==> src/rtl/control_pkg.sv <==
// Shared opcode, ALUOp and control-word definitions for the control unit.
package control_pkg;

  localparam logic [3:0] OP_ATYPE = 4'b0000;
  localparam logic [3:0] OP_BLT   = 4'b0100;
  localparam logic [3:0] OP_BGT   = 4'b0101;
  localparam logic [3:0] OP_BEQ   = 4'b0110;
  localparam logic [3:0] OP_LW    = 4'b1000;
  localparam logic [3:0] OP_SW    = 4'b1011;
  localparam logic [3:0] OP_JMP   = 4'b1100;
  localparam logic [3:0] OP_HALT  = 4'b1111;

  localparam logic [1:0] ALU_ADD   = 2'b00;
  localparam logic [1:0] ALU_SUB   = 2'b01;
  localparam logic [1:0] ALU_FUNCT = 2'b10;

  // alu_op[1] is ALUOp1, alu_op[0] is ALUOp0
  typedef struct packed {
    logic       branch;
    logic       jump;
    logic       reg_dst;
    logic       mem_to_reg;
    logic       mem_read;
    logic [1:0] alu_op;
    logic       mem_write;
    logic       alu_src;
    logic       reg_write;
  } ctrl_word_t;

endpackage

==> src/rtl/control_decode.sv <==
// Combinational opcode-to-control-word mapping; unlisted opcodes decode as NOP.
module control_decode
  import control_pkg::*;
(
  input  logic [3:0] opcode_i,
  output ctrl_word_t ctrl_o,
  output logic       halt_o
);

  always_comb begin
    ctrl_o = '0;
    halt_o = 1'b0;
    unique case (opcode_i)
      OP_ATYPE: begin
        ctrl_o.reg_dst   = 1'b1;
        ctrl_o.reg_write = 1'b1;
        ctrl_o.alu_op    = ALU_FUNCT;
      end
      OP_LW: begin
        ctrl_o.alu_src    = 1'b1;
        ctrl_o.mem_to_reg = 1'b1;
        ctrl_o.mem_read   = 1'b1;
        ctrl_o.reg_write  = 1'b1;
        ctrl_o.alu_op     = ALU_ADD;
      end
      OP_SW: begin
        ctrl_o.alu_src   = 1'b1;
        ctrl_o.mem_write = 1'b1;
        ctrl_o.alu_op    = ALU_ADD;
      end
      OP_BLT, OP_BGT, OP_BEQ: begin
        ctrl_o.branch = 1'b1;
        ctrl_o.alu_op = ALU_SUB;
      end
      OP_JMP:  ctrl_o.jump = 1'b1;
      OP_HALT: halt_o      = 1'b1;
      default: ;
    endcase
  end

endmodule

==> src/rtl/control_unit.sv <==
// Registered main control decoder with halt tracking.
// Build option: CONTROL_HALT_LATCH_EN makes Halt sticky and forces other outputs low.
module control_unit
  import control_pkg::*;
(
  input  logic       clk,
  input  logic       rst,
  input  logic [3:0] opcode,
  output logic       Branch,
  output logic       Jump,
  output logic       RegDst,
  output logic       MemtoReg,
  output logic       MemRead,
  output logic       ALUOp1,
  output logic       ALUOp0,
  output logic       MemWrite,
  output logic       ALUSrc,
  output logic       RegWrite,
  output logic       Halt
);

  ctrl_word_t dec_ctrl;
  logic       dec_halt;
  ctrl_word_t ctrl_d, ctrl_q;
  logic       halt_d, halt_q;

  control_decode u_decode (
    .opcode_i (opcode),
    .ctrl_o   (dec_ctrl),
    .halt_o   (dec_halt)
  );

  always_comb begin
    ctrl_d = dec_ctrl;
    halt_d = dec_halt;
`ifdef CONTROL_HALT_LATCH_EN
    // Once halted, hold Halt and suppress every strobe until reset.
    if (halt_q) begin
      ctrl_d = '0;
      halt_d = 1'b1;
    end
`endif
  end

  always_ff @(posedge clk) begin
    if (rst) begin
      ctrl_q <= '0;
      halt_q <= 1'b0;
    end else begin
      ctrl_q <= ctrl_d;
      halt_q <= halt_d;
    end
  end

  assign Branch   = ctrl_q.branch;
  assign Jump     = ctrl_q.jump;
  assign RegDst   = ctrl_q.reg_dst;
  assign MemtoReg = ctrl_q.mem_to_reg;
  assign MemRead  = ctrl_q.mem_read;
  assign ALUOp1   = ctrl_q.alu_op[1];
  assign ALUOp0   = ctrl_q.alu_op[0];
  assign MemWrite = ctrl_q.mem_write;
  assign ALUSrc   = ctrl_q.alu_src;
  assign RegWrite = ctrl_q.reg_write;
  assign Halt     = halt_q;

endmodule

==> config.mk <==
export PLATFORM = sky130hd
export DESIGN_NAME = control_unit
export DESIGN_NICKNAME = d
export VERILOG_FILES = /design/src/rtl/control_pkg.sv /design/src/rtl/control_decode.sv /design/src/rtl/control_unit.sv
export SDC_FILE = /design/constraint.sdc
export NUM_CORES = 1
export LEC_CHECK = 0
export CAP_MARGIN = 10
export CELL_PAD_IN_SITES_DETAIL_PLACEMENT = 2
export CELL_PAD_IN_SITES_GLOBAL_PLACEMENT = 2
export CORE_MARGIN = 4
export CORE_UTILIZATION = 25
export DETAILED_ROUTE_END_ITERATION = 10
export GPL_TIMING_DRIVEN = 0
export PLACE_DENSITY = 0.8
export SYNTH_ARGS = -nofsm -noshare
export SYNTH_HDL_FRONTEND = slang
export SYNTH_HIERARCHICAL = 1
export SYNTH_SLANG_ARGS = --single-unit
export TNS_END_PERCENT = 30
==> constraint.sdc <==
create_clock -name clk -period 2.4 [get_ports clk]
set_clock_uncertainty 0.15 [all_clocks]
set_input_delay 0.48 -clock clk [delete_from_list [all_inputs] [get_ports clk]]
set_output_delay 0.48 -clock clk [all_outputs]
set_load 0.02 [all_outputs]
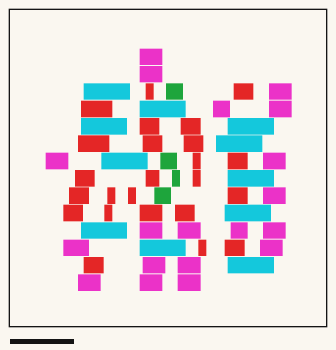
**Above:** placement by cell class.
Scale bar: 10 um.
colour	class	cells	share of their area
magenta	other buffers and delay cells	19	30%
red	all other logic	24	30%
green	clock drivers and dummy loads	4	4.3%
cyan	flops	11	36%

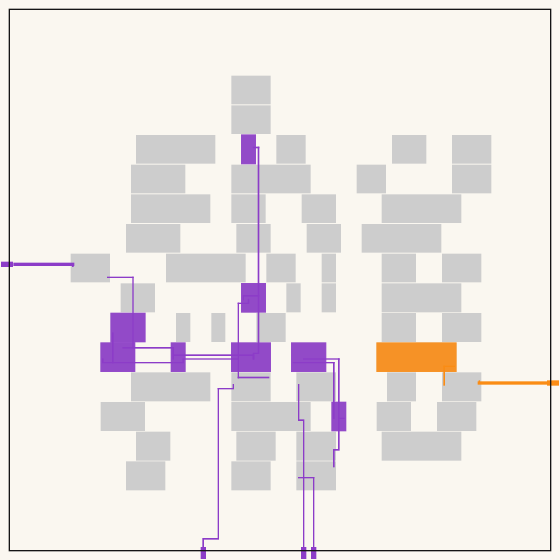
**Above:** nets reached from selected ports.
colour	port	bits	direction	end cells	buffers	wire
purple	opcode	4	input	8	4	140 um
orange	ALUSrc	1	output	1	1	9.00 um

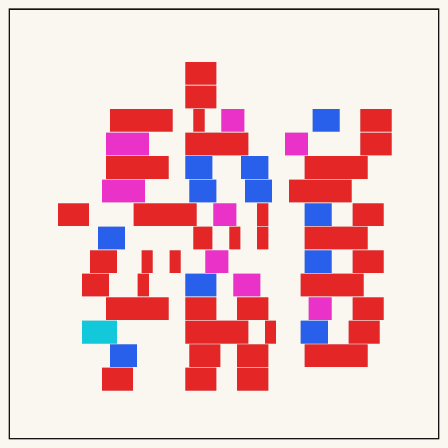
**Above:** drive-strength map.
colour	size	cells
blue	drive 2	11
magenta	drive 3 to 4	8
cyan	drive 6 and up	1
red	drive 1 or less	38

==> results.sh <==
# flow metrics
export IMPL_nets=65
export IMPL_setup_tns_ns=0
export IMPL_fin_crit_ns=1.82
export IMPL_place_ws_ns=0.558
export IMPL_cp_startpoint="Branch"
export IMPL_cap_violations=0
export IMPL_initCoreUtil=0.276
export IMPL_ff_type="dfxtp_1"
export IMPL_diodes=0
export IMPL_postCtsSetupBuffers=0
export IMPL_cp_arrival_ns=1.19
export IMPL_cts_made_buffers=3
export IMPL_dpl_hpwl_um=712
export IMPL_avgSynthCellArea_um2=11.3
export IMPL_drive_gt1_frac=0.345
export IMPL_chipHeight_um=49.5
export IMPL_clk_share=0.0413
export IMPL_yosysWarnings=6
export IMPL_whs_ns=0.752
export IMPL_internal_power_mw=0.275
export IMPL_adder_share=0
export IMPL_status="complete, no violations"
export IMPL_cts_clk_slew_worst_paths_ns=0.07
export IMPL_log_warning_count=26
export IMPL_cp_slowest_cell="clkdlybuf4s50_1"
export IMPL_path_max_fanout=1
export IMPL_power_group_top="sequential cells"
export IMPL_remaining_drc_errors=0
export IMPL_min_delay_worst_endpoint="Branch"
export IMPL_comb_share=0.289
export IMPL_postCtsResizedCells=0
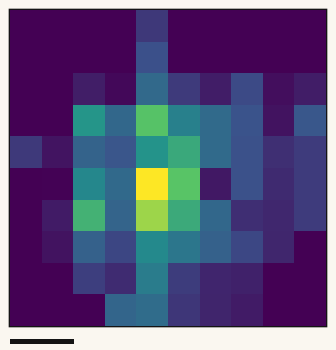
**Above:** wire density map.
Scale bar: 10 um. The die is cut into 10 by 10 equal tiles; dark purple is low, yellow is high, scaled to the fullest tile. Values are wire area over tile area, all layers added.
tiles over half the peak	9.0%
densest ninth of the die	middle
mean over tiles	0.059

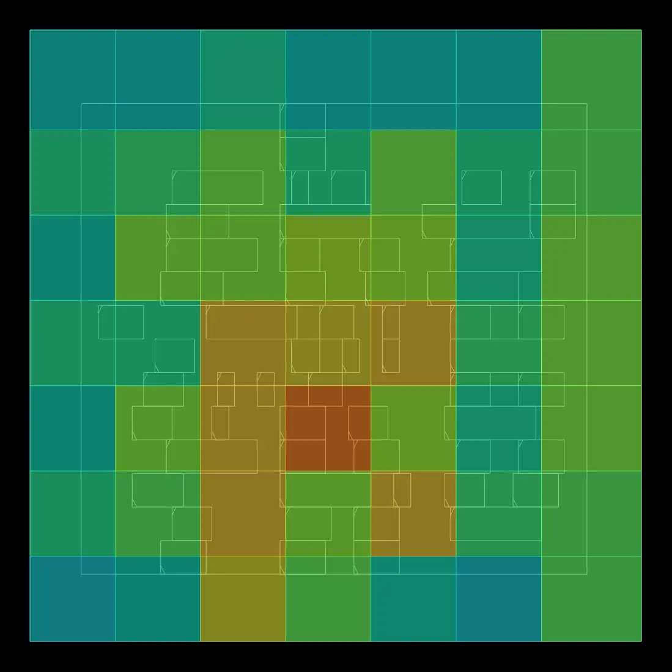
**Above:** congestion heat map.
final core occ: 0.409
grt met2 use: 0.170
WL/cell: 12.5 um
GRT Util Overall: 0.0892
met3 Track Usage GR: 0.00904

flip-flops by register name (all words and copies together), names as in the netlist:
name / flops
ALUOp0: 1
ALUOp1: 1
ALUSrc: 1
Branch: 1
Halt: 1
Jump: 1
MemRead: 1
MemWrite: 1
MemtoReg: 1
RegDst: 1
RegWrite: 1
per-layer routing:
layer  vias up  wire length, um  track usage
met1       156              326       0.0813
li1        156                -            -
met4         0               19       0.0829
met2         8              545        0.170
met3         2               33      0.00904
met5         -                0            0
synth_stat cells (2+ instances only):
library cell / n / area [um2]
nor2b_2: 8 / 70.1
and3b_1: 2 / 17.5
nor2b_4: 2 / 27.5
nand2_1: 2 / 7.51
buf_4: 2 / 15.0
dfxtp_1: 11 / 220
nor2_1: 5 / 18.8
